==> images/class_map.png <==
Scale: 1 px per um. Fill, decap, tap and diode cells in gray.
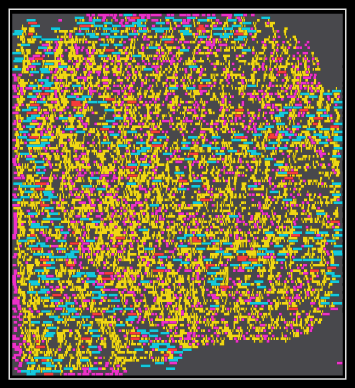
==> images/m2.png <==
Scale: 1 px per um. Cells faint in the background.
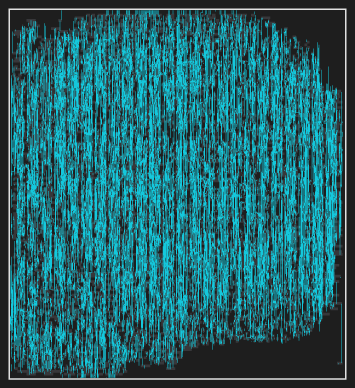
==> images/clock_wires.png <==
Scale: 1 px per um.
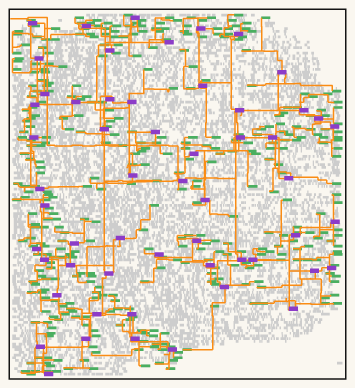
<file path="config.mk">
export PLATFORM = sky130hd
export DESIGN_NAME = muldiv_ex_flat
export DESIGN_NICKNAME = d
export VERILOG_FILES = /design/src/rtl/muldiv_ex_if.sv /design/src/rtl/muldiv_ex.sv /design/src/flat_wrapper.sv
export SDC_FILE = /design/constraint.sdc
export NUM_CORES = 2
export LEC_CHECK = 0
export ABC_AREA = 1
export CAP_MARGIN = 20
export CORE_ASPECT_RATIO = 1.1
export CORE_MARGIN = 2
export CORE_UTILIZATION = 35
export DETAILED_ROUTE_END_ITERATION = 8
export PLACE_DENSITY = 0.58
export SLEW_MARGIN = 20
export SYNTH_ARGS = -nofsm -noshare
export SYNTH_HDL_FRONTEND = slang
export SYNTH_SLANG_ARGS = --single-unit
</file>
<file path="constraint.sdc">
create_clock -name clk_i -period 4.3 [get_ports clk_i]
set_clock_uncertainty 0.05 [all_clocks]
set_input_delay 0.86 -clock clk_i [delete_from_list [all_inputs] [get_ports clk_i]]
set_output_delay 0.86 -clock clk_i [all_outputs]
set_load 0.005 [all_outputs]
</file>
<file path="src/rtl/muldiv_ex_if.sv">
// Request/response bundle between the execute stage and the iterative mul/div unit.
interface muldiv_ex_if #(
  parameter int XLEN = 64
);
  logic            start_i;
  logic [2:0]      op_i;
  logic            word_i;
  logic [XLEN-1:0] rs1_i;
  logic [XLEN-1:0] rs2_i;
  logic            kill_i;
  logic            busy_o;
  logic            done_o;
  logic [XLEN-1:0] result_o;
  logic            err_o;

  modport master (output start_i, op_i, word_i, rs1_i, rs2_i, kill_i,
                  input  busy_o, done_o, result_o, err_o);
  modport slave  (input  start_i, op_i, word_i, rs1_i, rs2_i, kill_i,
                  output busy_o, done_o, result_o, err_o);
endinterface

</file>
<file path="src/rtl/muldiv_ex.sv">
// Iterative radix-2 RISC-V mul/div unit; divide only with MULDIV_DIV_EN. done_o N+1 cycles after accept
// (2 for div-by-zero/overflow/unsupported). No backpressure: busy_o stalls execute, start_i taken only in IDLE.
module muldiv_ex #(
  parameter int XLEN = 64
) (
  input  logic       clk_i,
  input  logic       rst_ni,
  muldiv_ex_if.slave io
);
  localparam int CW = $clog2(XLEN) + 1;

  typedef enum logic [1:0] {IDLE, CALC, DONE} state_t;

  function automatic logic [XLEN-1:0] ext32(input logic [XLEN-1:0] v, input logic sgn);
    logic [XLEN-1:0] r;
    r = v;
    for (int i = 32; i < XLEN; i++) r[i] = sgn & v[31];
    return r;
  endfunction

  state_t            state;
  logic [CW-1:0]     cnt;
  logic              busy_q, done_q, err_q;
  logic [XLEN-1:0]   result_q;
  logic              word_q, hi_q, neg_q, special_q, spec_err_q;
  logic [XLEN-1:0]   spec_q, mplier, mul_res, fin;
  logic [2*XLEN-1:0] acc, mcand, acc_nx, prod;

  // Operand decode on the accept cycle: extension, signedness and magnitudes.
  logic            word, is_div, sgn1, sgn2, a_neg, b_neg;
  logic            special, spec_err;
  logic [XLEN-1:0] a_ext, b_ext, a_mag, b_mag, spec_res;

  always_comb begin
    word   = (XLEN == 64) && io.word_i;
    is_div = io.op_i[2];
    if (is_div) begin
      sgn1 = !io.op_i[0];
      sgn2 = !io.op_i[0];
    end else begin
      sgn1 = !word && (io.op_i[1:0] == 2'b01 || io.op_i[1:0] == 2'b10);
      sgn2 = !word && (io.op_i[1:0] == 2'b01);
    end
    a_ext = word ? ext32(io.rs1_i, sgn1) : io.rs1_i;
    b_ext = word ? ext32(io.rs2_i, sgn2) : io.rs2_i;
    a_neg = sgn1 && a_ext[XLEN-1];
    b_neg = sgn2 && b_ext[XLEN-1];
    a_mag = a_neg ? -a_ext : a_ext;
    b_mag = b_neg ? -b_ext : b_ext;
  end

`ifdef MULDIV_DIV_EN
  logic [XLEN-1:0] most_neg;
  logic [XLEN-1:0] rem, quo, dvsr, rem_nx, quo_nx, q_s, r_s, div_res;
  logic [XLEN:0]   part, trial;
  logic            div_q, rem_sel;

  always_comb begin
    most_neg           = '0;
    most_neg[XLEN-1]   = 1'b1;
    if (word) for (int i = 31; i < XLEN; i++) most_neg[i] = 1'b1;
    special  = 1'b0;
    spec_err = 1'b0;
    spec_res = '0;
    if (is_div && b_ext == '0) begin
      special  = 1'b1;
      spec_res = io.op_i[1] ? a_ext : '1;
    end else if (is_div && sgn1 && a_ext == most_neg && b_ext == '1) begin
      special  = 1'b1;
      spec_res = io.op_i[1] ? '0 : a_ext;
    end
  end

  // Restoring step: shift one dividend bit into the partial remainder, subtract if it fits.
  always_comb begin
    part    = {rem, quo[XLEN-1]};
    trial   = part - {1'b0, dvsr};
    rem_nx  = trial[XLEN] ? part[XLEN-1:0] : trial[XLEN-1:0];
    quo_nx  = {quo[XLEN-2:0], ~trial[XLEN]};
    q_s     = neg_q ? -quo_nx : quo_nx;
    r_s     = neg_q ? -rem_nx : rem_nx;
    div_res = rem_sel ? r_s : q_s;
  end
`else
  always_comb begin
    special  = is_div;
    spec_err = is_div;
    spec_res = '0;
  end
`endif

  always_comb begin
    acc_nx  = mplier[0] ? acc + mcand : acc;
    prod    = neg_q ? -acc_nx : acc_nx;
    mul_res = hi_q ? prod[2*XLEN-1:XLEN] : prod[XLEN-1:0];
    fin     = mul_res;
`ifdef MULDIV_DIV_EN
    if (div_q) fin = div_res;
`endif
    if (special_q) fin = spec_q;
    if (word_q)    fin = ext32(fin, 1'b1);
  end

  always_ff @(posedge clk_i or negedge rst_ni) begin
    if (!rst_ni) begin
      state      <= IDLE;
      cnt        <= '0;
      busy_q     <= 1'b0;
      done_q     <= 1'b0;
      err_q      <= 1'b0;
      result_q   <= '0;
      word_q     <= 1'b0;
      hi_q       <= 1'b0;
      neg_q      <= 1'b0;
      special_q  <= 1'b0;
      spec_err_q <= 1'b0;
      spec_q     <= '0;
      acc        <= '0;
      mcand      <= '0;
      mplier     <= '0;
`ifdef MULDIV_DIV_EN
      rem        <= '0;
      quo        <= '0;
      dvsr       <= '0;
      div_q      <= 1'b0;
      rem_sel    <= 1'b0;
`endif
    end else if (io.kill_i) begin
      state  <= IDLE;
      cnt    <= '0;
      busy_q <= 1'b0;
      done_q <= 1'b0;
    end else begin
      case (state)
        IDLE: begin
          done_q <= 1'b0;
          if (io.start_i) begin
            state      <= CALC;
            busy_q     <= 1'b1;
            word_q     <= word;
            hi_q       <= !is_div && !word && (io.op_i[1:0] != 2'b00);
            neg_q      <= (is_div && io.op_i[1]) ? a_neg : (a_neg ^ b_neg);
            special_q  <= special;
            spec_err_q <= spec_err;
            spec_q     <= spec_res;
            acc        <= '0;
            mcand      <= {{XLEN{1'b0}}, a_mag};
            mplier     <= b_mag;
            // Special cases resolve after a single CALC cycle.
            cnt        <= special ? '0 : (word ? CW'(31) : CW'(XLEN - 1));
`ifdef MULDIV_DIV_EN
            div_q      <= is_div;
            rem_sel    <= io.op_i[1];
            rem        <= '0;
            quo        <= word ? (a_mag << (XLEN - 32)) : a_mag;
            dvsr       <= b_mag;
`endif
          end
        end
        CALC: begin
          acc    <= acc_nx;
          mcand  <= mcand << 1;
          mplier <= mplier >> 1;
`ifdef MULDIV_DIV_EN
          rem    <= rem_nx;
          quo    <= quo_nx;
`endif
          if (cnt == '0) begin
            state    <= DONE;
            busy_q   <= 1'b0;
            done_q   <= 1'b1;
            result_q <= fin;
            err_q    <= spec_err_q;
          end else begin
            cnt <= cnt - CW'(1);
          end
        end
        DONE: begin
          state  <= IDLE;
          done_q <= 1'b0;
        end
        default: begin
          state  <= IDLE;
          busy_q <= 1'b0;
          done_q <= 1'b0;
        end
      endcase
    end
  end

  assign io.busy_o   = busy_q;
  assign io.done_o   = done_q;
  assign io.result_o = result_q;
  assign io.err_o    = err_q;
endmodule

</file>
<file path="src/flat_wrapper.sv">
// flat-port wrapper written by rule: the top's interface ports become plain ports
module muldiv_ex_flat 
#(
  parameter int XLEN = 64
)
  (clk_i, rst_ni, io_start_i, io_op_i, io_word_i, io_rs1_i, io_rs2_i, io_kill_i, io_busy_o, io_done_o, io_result_o, io_err_o);
  muldiv_ex_if #(.XLEN(XLEN)) io_i ();
  input  logic clk_i;
  input  logic rst_ni;
  input wire logic [$bits(io_i.start_i)-1:0] io_start_i;
  input wire logic [$bits(io_i.op_i)-1:0] io_op_i;
  input wire logic [$bits(io_i.word_i)-1:0] io_word_i;
  input wire logic [$bits(io_i.rs1_i)-1:0] io_rs1_i;
  input wire logic [$bits(io_i.rs2_i)-1:0] io_rs2_i;
  input wire logic [$bits(io_i.kill_i)-1:0] io_kill_i;
  output wire logic [$bits(io_i.busy_o)-1:0] io_busy_o;
  output wire logic [$bits(io_i.done_o)-1:0] io_done_o;
  output wire logic [$bits(io_i.result_o)-1:0] io_result_o;
  output wire logic [$bits(io_i.err_o)-1:0] io_err_o;
  assign io_i.start_i = io_start_i;
  assign io_i.op_i = io_op_i;
  assign io_i.word_i = io_word_i;
  assign io_i.rs1_i = io_rs1_i;
  assign io_i.rs2_i = io_rs2_i;
  assign io_i.kill_i = io_kill_i;
  assign io_busy_o = io_i.busy_o;
  assign io_done_o = io_i.done_o;
  assign io_result_o = io_i.result_o;
  assign io_err_o = io_i.err_o;
  muldiv_ex #(.XLEN(XLEN)) u_core (.clk_i(clk_i), .rst_ni(rst_ni), .io(io_i));
endmodule
</file>
==> results.cfg <==
; implementation run metrics
[power_and_ir_drop]
leak_pwr_uw = 0.0330
fin_total_pwr_uw = 48400
power.sequential.total_uw = 6860
comb_power_share = 0.748
share_seq_of_total_power = 0.142
power.largest_group = combinational cells
intPower_uw = 23000
power_per_cell_area_nw_per_um2 = 778
netSwitchingPower_uw = 25300

[layout]
combGateArea_um2 = 30600
area_growth_pct = 47.3
post_layout_nonfiller_instances = 10500
final_layout_top_logic_cell = nand2_1
comb_area_share = 0.493
n_antenna_cell = 5
biggestRegsByFlops = u_core.acc: 128 flops, u_core.mcand: 128 flops
drive_above_1_share = 0.285
num-clock-buffers = 71
design.seq.count = 400
n_multi_input_combinational_cell = 5600
final_cell_mix = nand2_1, inv_1, buf_4
nNonClkInverters = 1341
area.sequential_um2 = 10100

[route]
antenna_left = 0
routed_wire_length_per_instance_um = 21.5
first_iter_violations = 4689
routed_via_density = 5.15
route.detailed.drc = 0
drt_pass1_iterations = 6

[synthesis]
common_cells = nand2_1, inv_1, nor2_1
synth_nets = 7825
top_area_cell = nand2_1
arithmetic_cell_share_of_the_synthesized_area_counting_full_adders_half_adders_and_majority_gates = 0.0402
synth_chip_area_um2 = 42200
total_standard_cell_area_after_synthesis_um2 = 42200
synth.lib_cells_used.distinct = 60
synth.cellmix.simpleShare = 0.431
async_reset_ff_frac = 1.00
synth_stat.cells = 7554
synthesis.instances = 7554

[run_status]
run_status = complete, no violations

[die]
die-area_um2 = 123000
design.portCount = 203
die_height_um = 368
fp_util = 0.353
die_wd_um = 335

[clock_tree]
cts_hold_repair.buffers = 0
post_cts_buffers = 10
cts-root-buf = clkbuf_16
cts_htree_levels = 2
cts_repair_resize_count = 236

[worst_hold_path]
min-delay-path-class = input port to async pin

[worst_setup_path]
r2r_setup_slack_ns = 0.04
crit_path_class = flop to flop
regToRegStartpoint = u_core.acc[21]
critical_path_required_ns = 4.83
timing.rr.end = u_core.io.result_o[53]
worst_setup_path_startpoint = u_core.acc[21]
crit_fanout = 5

[final_timing]
rsz0062_at_grt = true
relSlewSlack = 0.259

[global_routing]
global_route_wire_length_before_repair_mm = 326
grt_antenna_before_repair = 8
first_global_vias = 51800

[run]
cap_violations = 0
number_of_openroad_warnings = 42

[place]
place_congestion = 1.03
detailed_place_hpwl_mm = 183
io_buffer_count = 202
Back to the opening pictures, class_map.png:
Key: yellow = remaining logic cells [cells 6941]; magenta = remaining buffers and delay cells [cells 1502]; red = clock drivers and dummy loads [cells 103]; cyan = registers [cells 400]
proportion of cell area occupied by registers: 0.162
post-route design area: 62100 um2
core region area: 119000 um2
Post-Route Utilization: 0.520
floorplan row count: 133

Back to the opening pictures, m2.png:
The longest straight run is 124 um. The wires run mostly vertical. 7376 nets have wire on it.
via count: 54.0k
met2 global-route usage: 0.587
Detailed Route WL: 226 mm

Back to the opening pictures, clock_wires.png:
Key: orange = clock wires [length 8480 um]; purple = clock-net drivers [count 56]; green = flip-flops [count 400]
There are 57 routed clock nets.
Latency at later pin: 0.70 ns
P_clk: 5340 uW
clock network power share: 0.110

metal layers:
metal / GRT usage / wire, um / up-vias
met5: 0 / 56 / -
met4: 0.256 / 20000 / 8
met3: 0.0394 / 13800 / 538
met2: 0.587 / 103000 / 1958
met1: 0.426 / 89600 / 25200
li1: - / - / 26400
stage by stage:
step	hold slack (ns)	cell area [um2]	utilization	TNS, ns	setup slack [ns]
3_5_place_dp	0.415	54700	0.458	-26.10	-0.682
6_report	0.133	62100	0.520	0	0.0448
3_3_place_gp	0.409	54700	0.458	-27.37	-0.761
2_1_floorplan	0.394	42200	-	0	0.909
4_1_cts	0.181	57600	0.482	-0.118	-0.0328
5_1_grt	0.181	62100	0.520	-0.927	-0.0710
Power figures rest on the tool's default switching activity, not on a simulated workload.
